$ cat src/rtl/outer_seq.sv
// outer_seq: outer-loop sequencer for the blitter.
//
// Launches one inner pass per outer iteration and pulses the outer counter's
// decrement enable after each pass. The counter's zero flag is sampled one
// cycle after the decrement (CHK) to decide whether another pass is needed.
// All outputs are registered.
//
// Optional feature: define OUTER_SEQ_STEP_EN to add single-step control.
// The FSM then parks in HOLD before every pass after the first, until step=1.
//
// Parameters:
//   PASS_W  width of the pass_cnt readback counter (wraps)
//   GAP     extra idle cycles between CHK and the next inner_start (0..15)
//
// Ports:
//   clk          system clock
//   resetl       asynchronous active-low reset
//   go           one-cycle start strobe
//   stop         level-sampled abort request
//   outer0       outer counter zero flag
//   inner_done   inner pass finished strobe
//   step         (OUTER_SEQ_STEP_EN only) release HOLD
//   held         (OUTER_SEQ_STEP_EN only) high while parked in HOLD
//   ocntena      one-cycle outer counter decrement enable
//   inner_start  one-cycle inner pass launch strobe
//   busy         run in progress
//   done_int     one-cycle completion strobe
//   aborted      one-cycle strobe when a run ends via stop
//   pass_cnt     inner passes completed in the current or last run
module outer_seq #(
    parameter int unsigned PASS_W = 16,
    parameter int unsigned GAP    = 0
) (
    input  logic              clk,
    input  logic              resetl,
    input  logic              go,
    input  logic              stop,
    input  logic              outer0,
    input  logic              inner_done,
`ifdef OUTER_SEQ_STEP_EN
    input  logic              step,
    output logic              held,
`endif
    output logic              ocntena,
    output logic              inner_start,
    output logic              busy,
    output logic              done_int,
    output logic              aborted,
    output logic [PASS_W-1:0] pass_cnt
);

    typedef enum logic [3:0] {
        StIdle,
        StStart,
        StWait,
        StDec,
        StChk,
        StGapw,
        StDone,
        StAbort,
        StHold
    } state_e;

    // GAPW is entered with GAP-1 so that it lasts exactly GAP cycles.
    localparam logic [3:0] GapLoad = (GAP == 0) ? 4'd0 : 4'(GAP - 1);

    // State entered when another pass is required.
`ifdef OUTER_SEQ_STEP_EN
    localparam state_e StResume = StHold;
`else
    localparam state_e StResume = StStart;
`endif

    state_e            state_q, state_d;
    logic [PASS_W-1:0] pass_q, pass_d;
    logic [3:0]        gap_q, gap_d;
    logic              ocntena_q, inner_start_q, busy_q, done_q, aborted_q, held_q;
    logic              active;

    assign active = (state_q == StStart) || (state_q == StWait) || (state_q == StDec) ||
                    (state_q == StChk) || (state_q == StGapw) || (state_q == StHold);

    always_comb begin
        state_d = state_q;
        pass_d  = pass_q;
        gap_d   = gap_q;
        unique case (state_q)
            StIdle: begin
                if (go && !stop) begin
                    pass_d  = '0;
                    state_d = outer0 ? StDone : StStart;
                end
            end
            StStart: state_d = StWait;
            StWait: begin
                if (inner_done) begin
                    state_d = StDec;
                    pass_d  = pass_q + PASS_W'(1);
                end
            end
            StDec: state_d = StChk;
            StChk: begin
                if (outer0) begin
                    state_d = StDone;
                end else if (GAP == 0) begin
                    state_d = StResume;
                end else begin
                    state_d = StGapw;
                    gap_d   = GapLoad;
                end
            end
            StGapw: begin
                if (gap_q == 4'd0) begin
                    state_d = StResume;
                end else begin
                    gap_d = gap_q - 4'd1;
                end
            end
`ifdef OUTER_SEQ_STEP_EN
            StHold: begin
                if (step) begin
                    state_d = StStart;
                end
            end
`endif
            StDone, StAbort: state_d = StIdle;
            default: state_d = StIdle;
        endcase

        // stop overrides every other transition, including a pass completion.
        if (stop && active) begin
            state_d = StAbort;
            pass_d  = pass_q;
        end
    end

    always_ff @(posedge clk or negedge resetl) begin
        if (!resetl) begin
            state_q       <= StIdle;
            pass_q        <= '0;
            gap_q         <= 4'd0;
            ocntena_q     <= 1'b0;
            inner_start_q <= 1'b0;
            busy_q        <= 1'b0;
            done_q        <= 1'b0;
            aborted_q     <= 1'b0;
            held_q        <= 1'b0;
        end else begin
            state_q       <= state_d;
            pass_q        <= pass_d;
            gap_q         <= gap_d;
            // Outputs decode the state being entered, so they line up with it.
            ocntena_q     <= (state_d == StDec);
            inner_start_q <= (state_d == StStart);
            busy_q        <= (state_d != StIdle) && (state_d != StDone) &&
                             (state_d != StAbort);
            done_q        <= (state_d == StDone);
            aborted_q     <= (state_d == StAbort);
            held_q        <= (state_d == StHold);
        end
    end

    assign ocntena     = ocntena_q;
    assign inner_start = inner_start_q;
    assign busy        = busy_q;
    assign done_int    = done_q;
    assign aborted     = aborted_q;
    assign pass_cnt    = pass_q;
`ifdef OUTER_SEQ_STEP_EN
    assign held        = held_q;
`else
    logic unused_held;
    assign unused_held = held_q;
`endif

endmodule

$ cat config.mk
export PLATFORM = sky130hd
export DESIGN_NAME = outer_seq
export DESIGN_NICKNAME = d
export VERILOG_FILES = /design/src/rtl/outer_seq.sv
export SDC_FILE = /design/constraint.sdc
export NUM_CORES = 1
export LEC_CHECK = 0
export ABC_CLOCK_PERIOD_IN_PS = 2100
export CORE_ASPECT_RATIO = 1.5
export CORE_MARGIN = 2
export CORE_UTILIZATION = 51
export DETAILED_ROUTE_END_ITERATION = 12
export PLACE_DENSITY = 0.89
export SLEW_MARGIN = 20
export SYNTH_ARGS = -nofsm -noshare
export SYNTH_HDL_FRONTEND = slang
export SYNTH_SLANG_ARGS = --single-unit
export TNS_END_PERCENT = 10
$ cat constraint.sdc
create_clock -name clk -period 2.1 [get_ports clk]
set_input_delay 0.315 -clock clk [delete_from_list [all_inputs] [get_ports clk]]
set_output_delay 0.315 -clock clk [all_outputs]
set_load 0.03 [all_outputs]
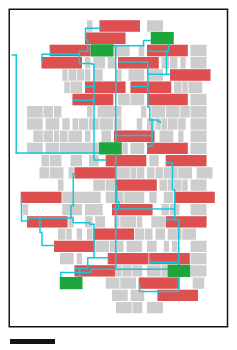
**Above:** clock wires, drivers and flops.
Scale bar: 10 µm.
legend:
  clock wires:
    colour: cyan
    length: 396 µm
  cells driving clock nets:
    colour: green
    count: 5
  flip-flops:
    colour: red
    count: 29
routed clock nets: 6
Worst-Skew Late Latency: 0.28 ns
Post-Route Skew: 0.00381 ns
clock network power consumption: 435 µW
share of total power in the clock network: 25.3%

==> results.txt <==
Flow results.

- The run finished with clean final reports.
- Per the detailed placement report, the placed cell area equals 1780 µm².
- The share of synthesized area in the top cell type comes to 48.7%.
- TritonCTS built the clock tree.
- The minimum hold slack is 0.418 ns.
- The finished layout holds 217 standard cells, fillers aside.
- The clock root buffer master is clkbuf_8.
- The flip-flop count of the largest register, all copies and words added is 16.
- Per Yosys stat, the portion of area used by sequential elements is 48.7%.
- Per the final timing report, the hold violations number 0.
- The wire length of the first global-routing pass is 5180 µm.
- The number of synthesized flops with an enable pin is 0.
- The group that draws the most power in this run is sequential cells.
- On the critical path the largest part of the delay comes from AND-OR/OR-AND gates.
- The portion of total power attributed to combinational logic is 31.4%.
- The net count after synthesis is 155.
- At the end of routability-driven placement, the weighted congestion stood at 0.906.
- The endpoint class of the critical path is a flip-flop.
- The endpoint arrival time on the critical path is 2.00 ns.
- The cell leakage power is 0.833 nW.
- The floorplan step defined a die boundary enclosing 3380 µm².
- The tightest min-delay check is of the in -> async type.
- The DRC marker count from the first detailed-route iteration is 33.
- The combinational logic power is 541 µW.
- The yosys synthesis warning count is 0.
- The category of the critical setup timing path is reg -> reg.
- The synthesis stat section lists a flop and latch total of 29.
- The number of cells upsized or downsized after cts is 0.
- The design draws 1.72 mW.
- Per the post-synthesis report, the number of cells in the design is 147.
- Buffers inserted during clock tree synthesis total 5.
- The cell type of the slowest stage on the worst timing path is dfrtp_1.
- Net switching is 35.9% of the power.
- The layout cell share with drive strength beyond 1 is 7.87%.
- For this design the total switching power over the nets is 618 µW.
- Setup repair after global routing left no endpoint under its margin.
- The synthesized netlist devotes 7.31% of its cell area to compound gates.
- Per the detail_route log, met2 wirelength is 1770 µm.
- The clock-pin slew of the registers on the worst-case setup and hold paths is 0.06 ns.
- Counting instances in the post-synthesis netlist gives the leading cell types as 29 x dfrtp_1, 19 x nor2_1, 8 x inv_1, 8 x xor2_1.
- The final antenna diode tally reported by the flow is 0.
- The worst slew margin relative to its limit is 65.3%.
- STA classifies the critical path startpoint as a flip-flop.
- The post-CTS setup buffer count is 0.
- The highest routed metal layer is met4.
- After Yosys synthesis, full adders, half adders and majority gates account for 1.68% of the synthesized area.
- The layout stage reports a final design area of 1860 µm².
- The power density over the cells is 928 nW/µm².
- The met1 usage in global routing is 22.3%.
- The largest single stage delay on the critical path is 0.59 ns.
- For the pin with the worst max-slew slack, the measured transition is 0.515 ns.
- The placement-stage worst setup slack is 0.189 ns.
- The met3 usage in global routing is 7.24%.
- The summed instance area of the synthesized netlist is 1490 µm².
- Once routing completed, OpenROAD measured the worst setup slack at 0.260 ns.
- The most frequently used library cell after synthesis is dfrtp_1.
- The most frequent standard cell in the layout excluding fill and tap cells is dfrtp_1.
- The area fraction in and, or, nand and nor cells after synthesis is 26.8%.
- The share of the core filled with cells is 65.0%.
- TritonCTS reports the number of clock sinks as 29.
- The detailed-router iteration count before antenna repair is 4.
- The largest combinational cell category by area is simple AND/OR/NAND/NOR gates.
- Hold repair after CTS inserted 0 buffers.
- According to the I/O placement log, the pin count is 27.
- The worst reg2reg path depth is 5.
- The post-route setup TNS is 0 ns.
- The power report attributes to the sequential group a share of 43.3%.
- Per the GRT log, the top usage layer is met2.
- Per the run summary, max-cap violations total 0.
- The highest clock rate is 543 MHz.
- In the layout the commonest cells are 29 x dfrtp_1, 26 x clkdlybuf4s50_1, 19 x nor2_1, 8 x inv_1, 8 x xor2_1.
- STA puts the critical path data required time at 2.26 ns.
- Once detail routing completed, the nets flagged for antenna violations numbered 0.
- The cell-mix breakdown from Yosys lists the XOR/XNOR area share as 8.82%.
- Entering global routing, the biggest net connects 30 pins.
- Sequential cells consume a total of 746 µW.
- For this run, asynchronously set or reset flops after synthesis account for 100%.
- The post-synthesis average cell area is 10.1 µm².
- In this run the number of H-tree levels came out at 2.
- For this run, the post-layout net count is 185.
- The post-synth area from yosys stat is 1490 µm².
- The end of the worst register-to-register path is pass_cnt[0].
- The placeable core region is 2850 µm².
- The routed wirelength on the met1 layer is recorded as 1200 µm.
- The post-placement cell count is 209.
- The worst path uses 87.6% of the clock period.
- Per STA, the worst path is made up of nand2b_1, a21oi_1, o21ai_0, o21ai_1, mux2_2.
- Input and output buffers added on the ports amount to 26.
- dfrtp_1 takes more of the synthesized area than any other cell.
- After synthesis, the design contains 147 cells according to Yosys.
- Summed over all layers, the global routing overflow is 0.
- The worst-path maximum fanout is 10.
- Along the critical path, the tally of buffer and inverter instances is 0.
- The time the worst path needs with I/O delays and setup is 1.84 ns.
- In the routed design, unresolved DRC markers number 0.
- The peak supply drop is 0.845 mV.
- The deepest clock path buffer count is 2.
- Counting pins that exceed their max-slew limit in the final report gives 0.
- The tally of unique sky130hd cells used after synthesis is 36.
- The horizontal die dimension is 48.1 µm.
- The vertical die size is 70.2 µm.
- The area growth from synthesis to layout is 24.6%.
- The number of antenna violations at the first check in global routing is 0.
- STA reports a reg2reg setup slack of 0.26 ns.
- In the power breakdown, the internal column shows 1.10 mW.
- The average vias per placed instance is 5.60.
- The routed design uses 168 µm of met3 wire.
- The synthesis run shows multiplexers occupying 1.51% of the cell area.
- Sorting the synthesized cells by area gives the leading types as dfrtp_1 49%, nor2_1 4.8%, xor2_1 4.7%, xnor2_1 4.1%, nor4b_4 3.2%.
- The HPWL after detailed placement is 2340 µm.
- STA lists the startpoint of the worst register-to-register path as state_q[3].
- The final count of negative-setup-slack endpoints is 0.
- For reference, the placement row count at floorplan is 24.
- The number of OpenROAD warnings is 26.
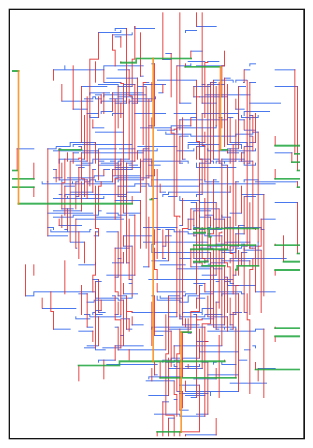
**Above:** metal layers overlaid.
legend:
  met2:
    colour: red
    wire_length: 1,770 µm
  met3:
    colour: green
    wire_length: 169 µm
  met4:
    colour: orange
    wire_length: 101 µm
  met1:
    colour: blue
    wire_length: 1,200 µm
detailed-route via count: 1,216
wire length per cell: 14.9 µm
all-layer global routing usage: 22.0%
WL final: 3240 µm

[area by class of cell]
cell class | count | area (µm²)
clock buffer | 8 | 80.1
fill | 228 | 997
inverter | 9 | 35.0
multi-input combinational | 104 | 691
sequential | 29 | 726
tap | 39 | 48.8
timing repair buffer | 28 | 275
[how the worst max path moves through the flow]
| stage | to | slack, ns | cells past startpoint |
|---|---|---|---|
| 6_report | pass_cnt[0] | 0.26 | 5 |
| 5_1_grt | pass_cnt[0] | 0.12 | 5 |
| 4_1_cts | pass_cnt[0] | 0.29 | 5 |
| 3_5_place_dp | pass_cnt[14] | 0.19 | 7 |
| 3_3_place_gp | pass_cnt[14] | 0.26 | 7 |
| 2_1_floorplan | pass_cnt[15] | 0.54 | 5 |
Power and IR drop assume default switching activity.
